Wires at chosen ports, followed through buffers:
Drawn at 2 px/um.
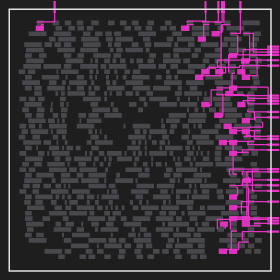
Pin map:
Drawn at 4 px/um. Pins as bars across the die edge, other pins in gray.
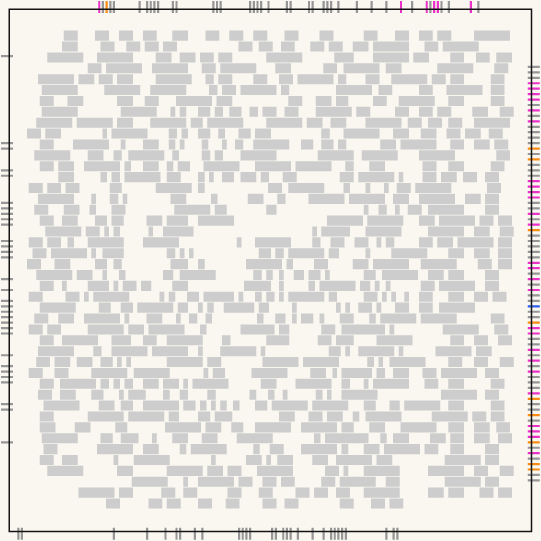
$ cat config.mk
export PLATFORM = sky130hd
export DESIGN_NAME = instr_fetch
export DESIGN_NICKNAME = d
export VERILOG_FILES = /design/src/rtl/instr_fetch.sv
export SDC_FILE = /design/constraint.sdc
export NUM_CORES = 1
export LEC_CHECK = 0
export CAP_MARGIN = 20
export CELL_PAD_IN_SITES_DETAIL_PLACEMENT = 1
export CELL_PAD_IN_SITES_GLOBAL_PLACEMENT = 1
export CORE_MARGIN = 4
export CORE_UTILIZATION = 40
export DETAILED_ROUTE_END_ITERATION = 7
export PLACE_DENSITY_LB_ADDON = 0.1
export SLEW_MARGIN = 30
export SYNTH_ARGS = -nofsm -noshare
export SYNTH_HDL_FRONTEND = slang
export SYNTH_SLANG_ARGS = --single-unit
$ cat constraint.sdc
create_clock -name clk -period 4.6 [get_ports clk]
set_clock_uncertainty 0.15 [all_clocks]
set_input_delay 0.92 -clock clk [delete_from_list [all_inputs] [get_ports clk]]
set_output_delay 0.92 -clock clk [all_outputs]
set_load 0.01 [all_outputs]
$ cat src/rtl/instr_fetch.sv
// Instruction fetch: keeps the PC, issues one memory read at a time and buffers the returned word for decode.
// Latency: a request is issued one cycle after reset release or consume; instr_valid rises one cycle after rsp_valid.
// Backpressure: req_valid/req_addr hold until req_ready; instr/instr_pc hold until instr_ready; redirect overrides both.
//
// Ports:
//   clk, rst_n                      - clock, asynchronous active-low reset
//   req_valid/req_ready/req_addr    - instruction-memory read request (valid/ready)
//   rsp_valid/rsp_data              - read response, arrives at least one cycle after acceptance
//   instr_valid/instr_ready         - buffered instruction handshake to decode
//   instr/instr_key/instr_pc        - buffered word, its {funct3, opcode} key, and its address
//   redirect/redirect_pc            - one-cycle jump/branch-taken pulse and target
module instr_fetch #(
    parameter logic [31:0] RESET_PC = 32'h0000_0000
) (
    input  logic        clk,
    input  logic        rst_n,
    output logic        req_valid,
    input  logic        req_ready,
    output logic [31:0] req_addr,
    input  logic        rsp_valid,
    input  logic [31:0] rsp_data,
    output logic        instr_valid,
    input  logic        instr_ready,
    output logic [31:0] instr,
    output logic [9:0]  instr_key,
    output logic [31:0] instr_pc,
    input  logic        redirect,
    input  logic [31:0] redirect_pc
);

    typedef enum logic [2:0] {
        ST_IDLE = 3'd0,
        ST_REQ  = 3'd1,
        ST_WAIT = 3'd2,
        ST_HOLD = 3'd3,
        ST_DROP = 3'd4
    } state_t;

    state_t      state_q, state_d;
    logic [31:0] pc_q, pc_d;
    logic [31:0] req_addr_q, req_addr_d;
    logic [31:0] instr_q, instr_d;
    logic [31:0] instr_pc_q, instr_pc_d;
    // Set when the PC was redirected while the current request was still
    // unaccepted: that request must still complete, but its data is junk.
    logic        stale_q, stale_d;
    logic [31:0] redirect_tgt;

    // Word-align the target by masking rather than slicing.
    assign redirect_tgt = redirect_pc & ~32'd3;

    always_comb begin
        state_d    = state_q;
        pc_d       = pc_q;
        req_addr_d = req_addr_q;
        instr_d    = instr_q;
        instr_pc_d = instr_pc_q;
        stale_d    = stale_q;

        // A redirect always retargets the PC, whatever the state.
        if (redirect) begin
            pc_d = redirect_tgt;
        end

        case (state_q)
            ST_IDLE: begin
                state_d = ST_REQ;
                if (redirect) begin
                    stale_d = 1'b1;
                end
            end
            ST_REQ: begin
                if (req_ready) begin
                    state_d = (redirect || stale_q) ? ST_DROP : ST_WAIT;
                    stale_d = 1'b0;
                end else if (redirect) begin
                    stale_d = 1'b1;
                end
            end
            ST_WAIT: begin
                if (redirect) begin
                    // A response coinciding with the redirect is the stale one.
                    state_d = rsp_valid ? ST_REQ : ST_DROP;
                end else if (rsp_valid) begin
                    instr_d    = rsp_data;
                    instr_pc_d = pc_q;
                    state_d    = ST_HOLD;
                end
            end
            ST_HOLD: begin
                if (redirect) begin
                    state_d = ST_REQ;
                end else if (instr_ready) begin
                    pc_d    = pc_q + 32'd4;
                    state_d = ST_REQ;
                end
            end
            ST_DROP: begin
                if (rsp_valid) begin
                    state_d = ST_REQ;
                end
            end
            default: begin
                state_d = ST_IDLE;
            end
        endcase

        // Latch a fresh fetch address only when a new request starts; the
        // request out of IDLE reuses the reset address already held.
        if (state_d == ST_REQ && state_q != ST_REQ && state_q != ST_IDLE) begin
            req_addr_d = pc_d;
        end
    end

    always_ff @(posedge clk or negedge rst_n) begin
        if (!rst_n) begin
            state_q    <= ST_IDLE;
            pc_q       <= RESET_PC;
            req_addr_q <= RESET_PC;
            instr_q    <= 32'd0;
            instr_pc_q <= 32'd0;
            stale_q    <= 1'b0;
        end else begin
            state_q    <= state_d;
            pc_q       <= pc_d;
            req_addr_q <= req_addr_d;
            instr_q    <= instr_d;
            instr_pc_q <= instr_pc_d;
            stale_q    <= stale_d;
        end
    end

    assign req_valid   = (state_q == ST_REQ);
    assign instr_valid = (state_q == ST_HOLD);
    assign req_addr    = req_addr_q;
    assign instr       = instr_q;
    assign instr_pc    = instr_pc_q;
    assign instr_key   = {instr_q[14:12], instr_q[6:0]};

endmodule

==> run_results.csv <==
group,metric,value,unit
outcome,status,"finished clean",
sta,finalSetupTns,0,ns
worst_setup_path,rr_startpoint,"state_q[0]",
detailed_routing,drc,0,
worst_setup_path,start_kind,"register",
synth,ys_ff,132,
floorplanning,dieArea,0.0169,mm^2
synth,fp_nets,537,
clocking,cts.sinks,132,
placed_design,dpl_worst_slack,1.15,ns
cells_and_area,fin_cells,829,
cells_and_area,logic_area,0.00240,mm^2
synth,ys_seq_frac,0.553,
hold_path,whs_path_depth,2,
sta,finalCritPeriodShare,0.664,
clocking,htree_levels,4,
detailed_routing,drtPass1Iterations,4,
detailed_routing,wl_met2,7.91,mm
placed_design,gp_congestion,0.772,
sta,fin_crit,3.06,ns
clocking,cts_resized,0,
pwr,totalPowerFinal,4.55,mW
worst_setup_path,startpoint,"state_q[1]",
synth,ys.flop_type,"dfrtp_1",
floorplanning,fp_util,0.409,
synth,synth-edff-count,0,
clocking,path_clk_slew,0.06,ns
About 'wires at chosen ports, followed through buffers':
rsp_data: marked magenta, bits 32, direction input, end cells 32, buffers 32, wire 947 um.

About 'pin map':
rsp_data: marked magenta, pins 32, direction input, edge 26 right, 6 top. instr_key: marked orange, pins 10, direction output, edge 9 right, 1 top. req_ready: marked blue, pins 1, direction input, edge right.
All pins by edge: 77 right, 41 top, 31 left, 29 bottom.
Port-buffer cells: 175
Die X: 130 um
DIE HEIGHT: 130 um

per-layer routing:
metal  vias up  track usage
li1       1994            -
met1      2181        0.260
met2       150        0.327
met3        16       0.0569
met4         0       0.0513
met5         -            0
kinds of logic (layout without fill, tap and decap cells):
| logic type | Yosys count | in the layout | share of synthesized area |
|---|---|---|---|
| flip-flops | 132 | 132 | 0.553 |
| AND/OR/NAND/NOR | 130 | 130 | 0.129 |
| multiplexers | 98 | 98 | 0.184 |
| AND-OR/OR-AND | 43 | 43 | 0.0589 |
| buffers and inverters | 43 | 222 | 0.0453 |
| XOR/XNOR | 19 | 19 | 0.0279 |
| adder cells (fa/ha/maj) | 1 | 1 | 0.00210 |
tightest hold or removal path, delay by kind of cell (launching register included):
| kind | cells | cell delay [ns] |
|---|---|---|
| AND/OR/NAND/NOR | 2 | 0.10 |
| flip-flops | 1 | 0.34 |
cell usage in the layout, fill, tap and decap left out, types with 4 or more instances in the layout:
cell type and instances:
and3_1 11, nand3_1 15, xor2_1 5, xnor2_1 14
mux2i_1 5, nand2_1 41, nand4_1 7, a221o_1 8
dfrtp_1 132, inv_1 7, nor4_1 4, mux2_1 6
clkinv_2 6, nor3_1 9, mux2_2 87, nor2b_1 5
o21ai_0 9, nor2_1 16, clkdlybuf4s50_1 173, clkbuf_16 17
buf_4 6
power groups by stage:
stage                     sequential [mW]  clock [mW]  combinational, mW
after detailed placement             1.75           0               1.53
after floorplan                      1.80           0              0.622
after global routing                 1.78        1.40               1.63
final                                1.73        1.31               1.51
after CTS                            1.74        1.35               1.55
after global placement               1.73           0               1.49
sequential cells by signal, summed over array words and instances, names as in the netlist:
name,flops
state_q,3
instr_pc,32
req_addr,32
instr,32
stale_q,1
pc_q,32
No activity file was given, so power comes from the tool's default toggle rates.
